<file path="src/rtl/jpeg_quant_pkg.sv">
// Shared constants and types for the streaming JPEG quantizer.
package jpeg_quant_pkg;

  localparam int BLOCK_SIZE = 64;

  typedef logic [5:0] coef_idx_t;

  // Reciprocal of divisor 1, i.e. a pass-through table entry.
  function automatic logic [31:0] default_recip(input int shift);
    return 32'd1 << shift;
  endfunction

endpackage

</file>
<file path="src/rtl/quant_recip_table.sv">
// NUM_TABLES x 64 reciprocal register file: one write port, one combinational read port.
module quant_recip_table
  import jpeg_quant_pkg::*;
#(
  parameter int NUM_TABLES = 2,
  parameter int SHIFT      = 15,
  parameter int RECIP_W    = SHIFT + 1
) (
  input  logic                          clk,
  input  logic                          rst,
  input  logic                          we,
  input  logic [$clog2(NUM_TABLES)-1:0] wr_sel,
  input  coef_idx_t                     wr_addr,
  input  logic [RECIP_W-1:0]            wr_data,
  input  logic [$clog2(NUM_TABLES)-1:0] rd_sel,
  input  coef_idx_t                     rd_addr,
  output logic [RECIP_W-1:0]            rd_data
);

  localparam logic [RECIP_W-1:0] DEFAULT_RECIP = RECIP_W'(default_recip(SHIFT));

  logic [RECIP_W-1:0] mem [NUM_TABLES][BLOCK_SIZE];

  always_ff @(posedge clk or posedge rst) begin
    if (rst) begin
      for (int t = 0; t < NUM_TABLES; t++) begin
        for (int e = 0; e < BLOCK_SIZE; e++) begin
          mem[t][e] <= DEFAULT_RECIP;
        end
      end
    end else if (we && (int'(wr_sel) < NUM_TABLES)) begin
      mem[wr_sel][wr_addr] <= wr_data;
    end
  end

  // A same-cycle write is not visible here until after the edge (old value wins).
  always_comb begin
    rd_data = DEFAULT_RECIP;
    if (int'(rd_sel) < NUM_TABLES) rd_data = mem[rd_sel][rd_addr];
  end

endmodule

</file>
<file path="src/rtl/jpeg_quantizer_stream.sv">
// Streaming 3-stage quantizer: |z| * recip, round half away from zero, saturate,
// with per-block table selection and block index tracking.
module jpeg_quantizer_stream
  import jpeg_quant_pkg::*;
#(
  parameter int IN_W       = 12,
  parameter int OUT_W      = 11,
  parameter int NUM_TABLES = 2,
  parameter int SHIFT      = 15,
  parameter int RECIP_W    = SHIFT + 1
) (
  input  logic                          clk,
  input  logic                          rst,
  input  logic                          in_valid,
  output logic                          in_ready,
  input  logic signed [IN_W-1:0]        in_data,
  input  logic                          in_sop,
  input  logic [$clog2(NUM_TABLES)-1:0] in_tsel,
  input  logic                          tbl_we,
  input  logic [$clog2(NUM_TABLES)-1:0] tbl_sel,
  input  coef_idx_t                     tbl_addr,
  input  logic [RECIP_W-1:0]            tbl_wdata,
  output logic                          out_valid,
  input  logic                          out_ready,
  output logic signed [OUT_W-1:0]       out_data,
  output logic                          out_sop,
  output logic                          out_eop,
  output logic                          out_sat,
  output logic                          err_sync
);

  localparam int TSEL_W = $clog2(NUM_TABLES);
  localparam int PW     = IN_W + RECIP_W;
  localparam logic [PW:0] RND     = (PW+1)'(1) << (SHIFT - 1);
  localparam logic [PW:0] POS_LIM = ((PW+1)'(1) << (OUT_W - 1)) - (PW+1)'(1);
  localparam logic [PW:0] NEG_LIM = (PW+1)'(1) << (OUT_W - 1);
  localparam logic [OUT_W-1:0] OUT_MAX = {1'b0, {(OUT_W-1){1'b1}}};
  localparam logic [OUT_W-1:0] OUT_MIN = {1'b1, {(OUT_W-1){1'b0}}};

  // Handshake: input transfers on in_valid && in_ready; output transfers on
  // out_valid && out_ready. The whole pipeline moves together only when the
  // output register is empty or being drained, so in_ready equals advance.
  logic             advance, xfer, resync;
  coef_idx_t        idx, eff_idx;
  logic [TSEL_W-1:0] tsel_q, tsel_eff;
  logic [RECIP_W-1:0] rd_recip;
  logic [IN_W-1:0]  in_abs;

  always_comb begin
    advance  = !out_valid || out_ready;
    in_ready = advance;
    xfer     = in_valid && advance;
    resync   = xfer && in_sop && (idx != '0);
    eff_idx  = in_sop ? '0 : idx;
    tsel_eff = (eff_idx == '0) ? in_tsel : tsel_q;
    in_abs   = in_data[IN_W-1] ? -in_data : in_data;
  end

  quant_recip_table #(
    .NUM_TABLES(NUM_TABLES),
    .SHIFT     (SHIFT),
    .RECIP_W   (RECIP_W)
  ) u_table (
    .clk    (clk),
    .rst    (rst),
    .we     (tbl_we),
    .wr_sel (tbl_sel),
    .wr_addr(tbl_addr),
    .wr_data(tbl_wdata),
    .rd_sel (tsel_eff),
    .rd_addr(eff_idx),
    .rd_data(rd_recip)
  );

  always_ff @(posedge clk or posedge rst) begin
    if (rst) begin
      idx      <= '0;
      tsel_q   <= '0;
      err_sync <= 1'b0;
    end else begin
      err_sync <= resync;
      if (xfer) begin
        idx    <= eff_idx + coef_idx_t'(1);
        tsel_q <= tsel_eff;
      end
    end
  end

  logic               s1_valid, s1_sign, s1_first, s1_last;
  logic [IN_W-1:0]    s1_mag;
  logic [RECIP_W-1:0] s1_recip;
  logic               s2_valid, s2_sign, s2_first, s2_last;
  logic [PW-1:0]      s2_prod;

  always_ff @(posedge clk or posedge rst) begin
    if (rst) begin
      s1_valid <= 1'b0;
      s1_sign  <= 1'b0;
      s1_first <= 1'b0;
      s1_last  <= 1'b0;
      s1_mag   <= '0;
      s1_recip <= '0;
      s2_valid <= 1'b0;
      s2_sign  <= 1'b0;
      s2_first <= 1'b0;
      s2_last  <= 1'b0;
      s2_prod  <= '0;
    end else if (advance) begin
      s1_valid <= xfer;
      s1_sign  <= in_data[IN_W-1];
      s1_first <= (eff_idx == coef_idx_t'(0));
      s1_last  <= (eff_idx == coef_idx_t'(BLOCK_SIZE - 1));
      s1_mag   <= in_abs;
      s1_recip <= rd_recip;
      s2_valid <= s1_valid;
      s2_sign  <= s1_sign;
      s2_first <= s1_first;
      s2_last  <= s1_last;
      s2_prod  <= PW'(s1_mag) * PW'(s1_recip);
    end
  end

  logic [PW:0]      sum, mag;
  logic [OUT_W-1:0] mag_o, data_c;
  logic             sat_c;

  // Rounding is applied to the magnitude, so halves round away from zero and
  // a zero magnitude can never become a negative zero.
  always_comb begin
    sum    = (PW+1)'(s2_prod) + RND;
    mag    = sum >> SHIFT;
    mag_o  = mag[OUT_W-1:0];
    sat_c  = s2_sign ? (mag > NEG_LIM) : (mag > POS_LIM);
    data_c = s2_sign ? -mag_o : mag_o;
    if (sat_c) data_c = s2_sign ? OUT_MIN : OUT_MAX;
  end

  always_ff @(posedge clk or posedge rst) begin
    if (rst) begin
      out_valid <= 1'b0;
      out_data  <= '0;
      out_sop   <= 1'b0;
      out_eop   <= 1'b0;
      out_sat   <= 1'b0;
    end else if (advance) begin
      out_valid <= s2_valid;
      out_data  <= s2_valid ? data_c : '0;
      out_sop   <= s2_valid && s2_first;
      out_eop   <= s2_valid && s2_last;
      out_sat   <= s2_valid && sat_c;
    end
  end

endmodule

</file>
<file path="config.mk">
export PLATFORM = sky130hd
export DESIGN_NAME = jpeg_quantizer_stream
export DESIGN_NICKNAME = d
export VERILOG_FILES = /design/src/rtl/jpeg_quant_pkg.sv /design/src/rtl/quant_recip_table.sv /design/src/rtl/jpeg_quantizer_stream.sv
export SDC_FILE = /design/constraint.sdc
export NUM_CORES = 2
export LEC_CHECK = 0
export CAP_MARGIN = 40
export CELL_PAD_IN_SITES_DETAIL_PLACEMENT = 0
export CELL_PAD_IN_SITES_GLOBAL_PLACEMENT = 1
export CORE_ASPECT_RATIO = 0.5
export CORE_MARGIN = 4
export CORE_UTILIZATION = 53
export DETAILED_ROUTE_END_ITERATION = 6
export PLACE_DENSITY = 0.82
export SLEW_MARGIN = 5
export SYNTH_ARGS = -nofsm -noshare
export SYNTH_HDL_FRONTEND = slang
export SYNTH_SLANG_ARGS = --single-unit
</file>
<file path="constraint.sdc">
create_clock -name clk -period 87.9 [get_ports clk]
set_input_delay 17.58 -clock clk [delete_from_list [all_inputs] [get_ports clk]]
set_output_delay 17.58 -clock clk [all_outputs]
set_load 0.005 [all_outputs]
</file>
==> flow_summary_export.csv <==
group,metric,value,unit
cells_and_area,finalCoreUtilization,0.594,
final_timing,finalClockSkew,0.0711,ns
floorplan,dieArea,0.203,mm2
final_timing,rsz0062_at_grt,"false",
worst_setup_path,crit_chain,"clkdlybuf4s50_1, nor2b_4, clkinv_1, clkdlybuf4s50_1",
power_and_ir_drop,clkPwrFrac,0.313,
power_and_ir_drop,max-vdd-ir-drop,0.0000218,V
clocking,cts_root_buf,"clkbuf_16",
clocking,cts_tree,"yes",
worst_setup_path,critPathKind,"primary input to primary output",
route,wire_per_inst,30.1,um
cells_and_area,clkCellAreaFrac,0.0566,
final_timing,relSlewSlack,0.303,
worst_setup_path,critPathArrivalTime,18.74,ns
clocking,post_cts_resized,0,
final_timing,layout_setup_ws,51.58,ns
synth,ys_sh_mux,0.300,
route,viasPerCell,6.48,
synth,ys_ff,2121,
synth,fp_nets,8266,
worst_setup_path,cp_common_cell,"clkdlybuf4s50_1",
worst_setup_path,crit_buf_inv,3,
synth,top_cell,"mux2_2",
placement,dp.cells,10335,
power_and_ir_drop,p_seq,1.14,mW
worst_setup_path,timing.critical_path.to,"in_ready",
worst_setup_path,r2r_slack,81.06,ns
min_path,min_to,"s1_sign",
synth,synthAoiAreaFrac,0.0495,
synth,ff_type,"dfrtp_1",
cells_and_area,layout.cells.non_filler,10706,
worst_setup_path,rr_endpoint,"s1_recip[6]",
cells_and_area,n_antenna_cell,8,
min_path,hp-class,"register to register",
synth,adder_share,0.0351,
status,outcome,"completed",
flow_run,tool_warnings,46,
route,dr.pass1.iters,6,
[layout by cell type, fill, tap and decap left out, types with 34 or more instances in the layout]
master and instances:
buf_4 254, clkdlybuf4s50_1 42, a221oi_1 61, nor2_1 146
nand4_1 39, clkbuf_8 43, clkinv_2 39, nor4_1 34
inv_1 191, fa_1 139, mux2_2 2053, a21oi_1 184
mux2i_1 245, dfrtp_1 1992, nand3_1 183, o22ai_1 71
dfstp_2 128, a211oi_1 43, clkbuf_16 203, nand2_1 828
clkbuf_1 49, o21ai_0 130, buf_16 51, and2_1 66
a31oi_1 55, mux4_2 242, ha_1 68
[per-layer routing]
metal  global-route usage  up-vias
li1                     -    28470
met1                0.443    36993
met2                0.467     3213
met3                0.101      649
met4                0.110       10
met5                    0        -
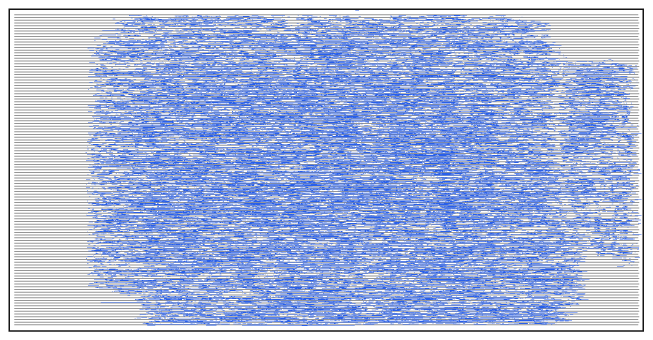
**Above:** metal 1.
(1 px per um) Supply wires on this layer in grey.
main direction = horizontal
wire length on this layer = 133 mm
share of all routed wire = 41%
nets with wire on the layer = 7,708
longest straight run = 142 um
DRT Wirelength: 322,000 um
DR vias: 69,335
met1 Resource Use GR: 0.443

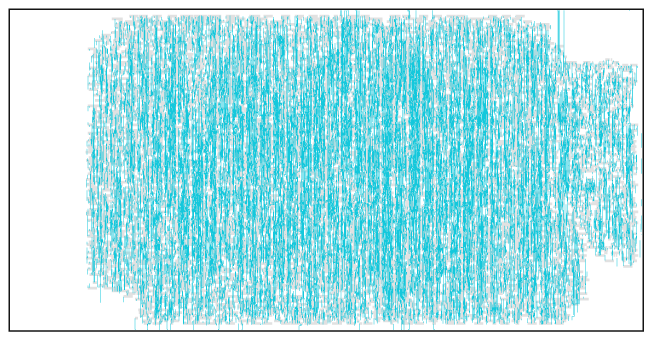
**Above:** signal wires on met2.
(1 px per um)
longest straight run = 134 um
share of all routed wire = 44%
wire length on this layer = 141 mm
nets with wire on the layer = 7,313
met2 Resource Use GR: 0.467

No activity file was given, so power comes from the tool's default toggle rates.
